Figure 1. Cells by drive strength.
Scale: 1.5 px per µm.
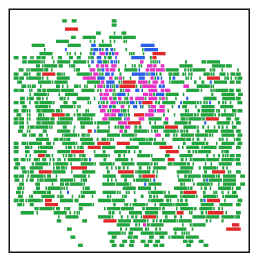
Figure 2. Cell placement.
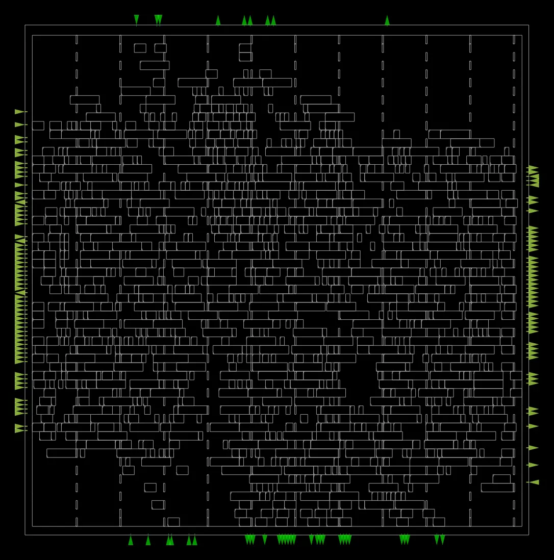
Figure 3. Layout detail.
Window x 54 to 104, y 88 to 138 µm. Cells in grey, sequential cells in the stronger grey; small squares are vias.
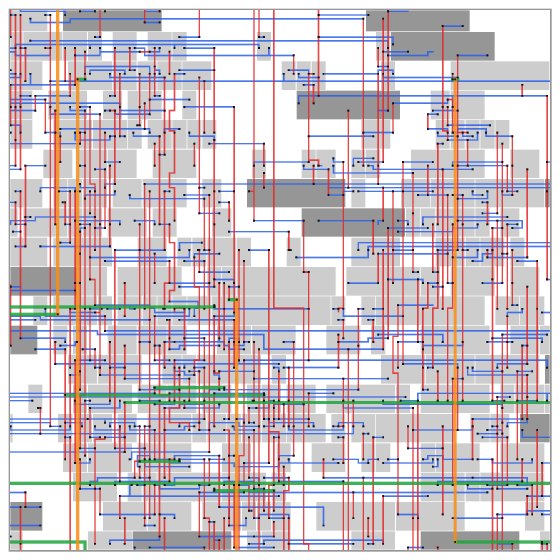
[src/rtl/div_const_pkg.sv]
// Shared constants, FSM state type and step-count helpers for the
// chunked constant-division controller and its datapath.
package div_const_pkg;

  localparam int DATA_W_DEF  = 64;
  localparam int DIGIT_W_DEF = 4;
  localparam int DIVISOR_DEF = 23;
  localparam int REM_W_DEF   = 5;

  typedef enum logic [1:0] {
    IDLE = 2'd0,
    RUN  = 2'd1,
    DONE = 2'd2
  } state_t;

  function automatic int n_steps(input int data_w, input int digit_w);
    return data_w / digit_w;
  endfunction

  // Counter width for 0..n_steps-1, never narrower than one bit.
  function automatic int cnt_w(input int data_w, input int digit_w);
    int n;
    n = n_steps(data_w, digit_w);
    return (n > 1) ? $clog2(n) : 1;
  endfunction

endpackage

[src/rtl/div_const_step.sv]
// One long-division step by a constant: {rem_in, chunk} / DIVISOR.
// Purely combinational; shared with the unrolled datapath.
module div_const_step
  import div_const_pkg::*;
#(
  parameter int DIGIT_W = DIGIT_W_DEF,
  parameter int REM_W   = REM_W_DEF,
  parameter int DIVISOR = DIVISOR_DEF
) (
  input  logic [REM_W-1:0]   rem_in,
  input  logic [DIGIT_W-1:0] chunk,
  output logic [DIGIT_W-1:0] digit,
  output logic [REM_W-1:0]   rem_out,
  output logic               digit_ovf
);

  localparam int T_W = REM_W + DIGIT_W;
  localparam logic [T_W-1:0] DIV_T = T_W'(DIVISOR);

  logic [T_W-1:0] t;
  logic [T_W-1:0] q_full;

  always_comb begin
    t         = {rem_in, chunk};
    q_full    = t / DIV_T;
    digit     = q_full[DIGIT_W-1:0];
    rem_out   = REM_W'(t % DIV_T);
    // Only reachable if rem_in >= DIVISOR, which the controller never feeds.
    digit_ovf = |(q_full >> DIGIT_W);
  end

endmodule

[src/rtl/div23_seq_ctrl.sv]
// Sequential divide-by-constant: one DIGIT_W chunk per cycle, MSB first,
// with valid/ready handshakes on dividend input and result output.
module div23_seq_ctrl
  import div_const_pkg::*;
#(
  parameter int DATA_W  = DATA_W_DEF,
  parameter int DIGIT_W = DIGIT_W_DEF,
  parameter int DIVISOR = DIVISOR_DEF,
  parameter int REM_W   = REM_W_DEF
) (
  input  logic              clk,
  input  logic              rst_n,
  input  logic              in_valid,
  output logic              in_ready,
  input  logic [DATA_W-1:0] in_data,
  input  logic              flush,
  output logic              out_valid,
  input  logic              out_ready,
  output logic [DATA_W-1:0] out_quot,
  output logic [REM_W-1:0]  out_rem,
  output logic              busy
);

  localparam int N_STEPS = n_steps(DATA_W, DIGIT_W);
  localparam int CNT_W   = cnt_w(DATA_W, DIGIT_W);
  localparam logic [CNT_W-1:0] LAST_CNT = CNT_W'(N_STEPS - 1);

  state_t             state_reg, state_next;
  logic [DATA_W-1:0]  shift_reg;
  logic [DATA_W-1:0]  quot_acc_reg;
  logic [DATA_W-1:0]  out_quot_reg;
  logic [REM_W-1:0]   rem_reg;
  logic [REM_W-1:0]   out_rem_reg;
  logic [CNT_W-1:0]   cnt_reg;

  logic [DIGIT_W-1:0] step_digit;
  logic [REM_W-1:0]   step_rem;
  logic               step_ovf;
  logic [DATA_W-1:0]  quot_next;
  logic               accept;
  logic               stepping;

  div_const_step #(
    .DIGIT_W (DIGIT_W),
    .REM_W   (REM_W),
    .DIVISOR (DIVISOR)
  ) u_step (
    .rem_in    (rem_reg),
    .chunk     (shift_reg[DATA_W-1 -: DIGIT_W]),
    .digit     (step_digit),
    .rem_out   (step_rem),
    .digit_ovf (step_ovf)
  );

  // flush outranks everything, including a same-cycle accept in IDLE.
  assign accept    = (state_reg == IDLE) && in_valid && !flush;
  assign stepping  = (state_reg == RUN) && !flush;
  assign quot_next = (quot_acc_reg << DIGIT_W) | DATA_W'(step_digit);

  always_ff @(posedge clk or negedge rst_n) begin
    if (!rst_n) begin
      state_reg <= IDLE;
    end else begin
      state_reg <= state_next;
    end
  end

  always_comb begin
    state_next = state_reg;
    in_ready   = 1'b0;
    out_valid  = 1'b0;
    busy       = 1'b0;
    case (state_reg)
      IDLE: begin
        in_ready = 1'b1;
        if (accept) state_next = RUN;
      end
      RUN: begin
        busy = 1'b1;
        if (flush)                    state_next = IDLE;
        else if (cnt_reg == LAST_CNT) state_next = DONE;
      end
      DONE: begin
        busy      = 1'b1;
        out_valid = 1'b1;
        if (flush || out_ready) state_next = IDLE;
      end
      default: state_next = IDLE;
    endcase
  end

  always_ff @(posedge clk or negedge rst_n) begin
    if (!rst_n) begin
      shift_reg    <= '0;
      quot_acc_reg <= '0;
      rem_reg      <= '0;
      cnt_reg      <= '0;
      out_quot_reg <= '0;
      out_rem_reg  <= '0;
    end else if (accept) begin
      shift_reg    <= in_data;
      quot_acc_reg <= '0;
      rem_reg      <= '0;
      cnt_reg      <= '0;
    end else if (stepping) begin
      assert (!step_ovf);
      shift_reg    <= shift_reg << DIGIT_W;
      quot_acc_reg <= quot_next;
      rem_reg      <= step_rem;
      cnt_reg      <= cnt_reg + CNT_W'(1);
      // Result registers only move on the final step, so DONE holds them stable.
      if (cnt_reg == LAST_CNT) begin
        out_quot_reg <= quot_next;
        out_rem_reg  <= step_rem;
      end
    end
  end

  assign out_quot = out_quot_reg;
  assign out_rem  = out_rem_reg;

endmodule

[config.mk]
export PLATFORM = sky130hd
export DESIGN_NAME = div23_seq_ctrl
export DESIGN_NICKNAME = d
export VERILOG_FILES = /design/src/rtl/div_const_pkg.sv /design/src/rtl/div_const_step.sv /design/src/rtl/div23_seq_ctrl.sv
export SDC_FILE = /design/constraint.sdc
export NUM_CORES = 1
export LEC_CHECK = 0
export ABC_AREA = 1
export CAP_MARGIN = 5
export CELL_PAD_IN_SITES_DETAIL_PLACEMENT = 0
export CELL_PAD_IN_SITES_GLOBAL_PLACEMENT = 1
export CORE_AREA = 2 2 157 159
export DETAILED_ROUTE_END_ITERATION = 16
export DIE_AREA = 0 0 159 161
export GPL_TIMING_DRIVEN = 0
export PLACE_DENSITY = 0.79
export SETUP_SLACK_MARGIN = 0.02
export SYNTH_ARGS = -nofsm -noshare
export SYNTH_HDL_FRONTEND = slang
export SYNTH_SLANG_ARGS = --single-unit
[constraint.sdc]
create_clock -name clk -period 2.86 [get_ports clk]
set_input_delay 0.572 -clock clk [delete_from_list [all_inputs] [get_ports clk]]
set_output_delay 0.572 -clock clk [all_outputs]
set_load 0.01 [all_outputs]
==> results.txt <==
Total number of H-tree levels: 1
First drt pass iteration count: 4
Group drawing the most power: combinational logic
CTS clk-pin slew, worst paths: 0.07 ns
Hold-fix buffers at CTS: 0
Initial drt markers: 355
Worst-skew pair later-pin latency: 0.52 ns
Critical path fanouts, max: 6
AND-OR/OR-AND Cells, Area Fraction: 16.09%
Clock-cell share of area: 6.897%
Simple-Gate Fraction of Synth Area: 14.46%
M3 GR Usage: 3.493%
Comb pwr: 4.63 mW
Highest achievable clock rate: 314.3 MHz
Crit path setup slack, layout: -0.3218 ns
Sequential power: 3.61 mW
Setup-failing EPs final: 12
Failing checks: setup timing
Seq cells: 204
Logic inverters: 160
Hold WS: 0.04054 ns
Clock share of power: 27.7%
Overall power of the completed layout: 11.40 mW
Synth-to-layout area growth: 36.41%
Met2 WL post-DR: 9775 µm
Run status: finished with violations
Top Layout Cells: dfrtp_1 (200), nand2_1 (184), inv_1 (146)
Overall die height: 161 µm
Yosys warnings: 0
-- Figure 1 (at the start) --
[_2 cells] blue | cells: 66
[_3 and _4 cells] magenta | cells: 66
[_6 and larger] red | cells: 37
[_0 and _1 cells] green | cells: 948
Buffers excl. clock: 213
cell area after layout: 11830 µm²

-- Figure 2 (at the start) --
tap cells: 324
Final Non-Filler Cells: 1441
Filler Cells Inserted: 2253
number of standard-cell rows in the floorplan: 57
post-layout utilization of the core: 49.36%

-- Figure 3 (at the start) --
[metal 1] blue
[metal 3] green
[metal 2] red
[metal 4] orange
cells with their middle in the window: 209
netlist names of flops here include: rem_reg (5), out_quot (3)
sequential cells in the window: 9
most frequent: nand2_1 (37), buf_4 (25)

Power is estimated from default activity; no workload was simulated.
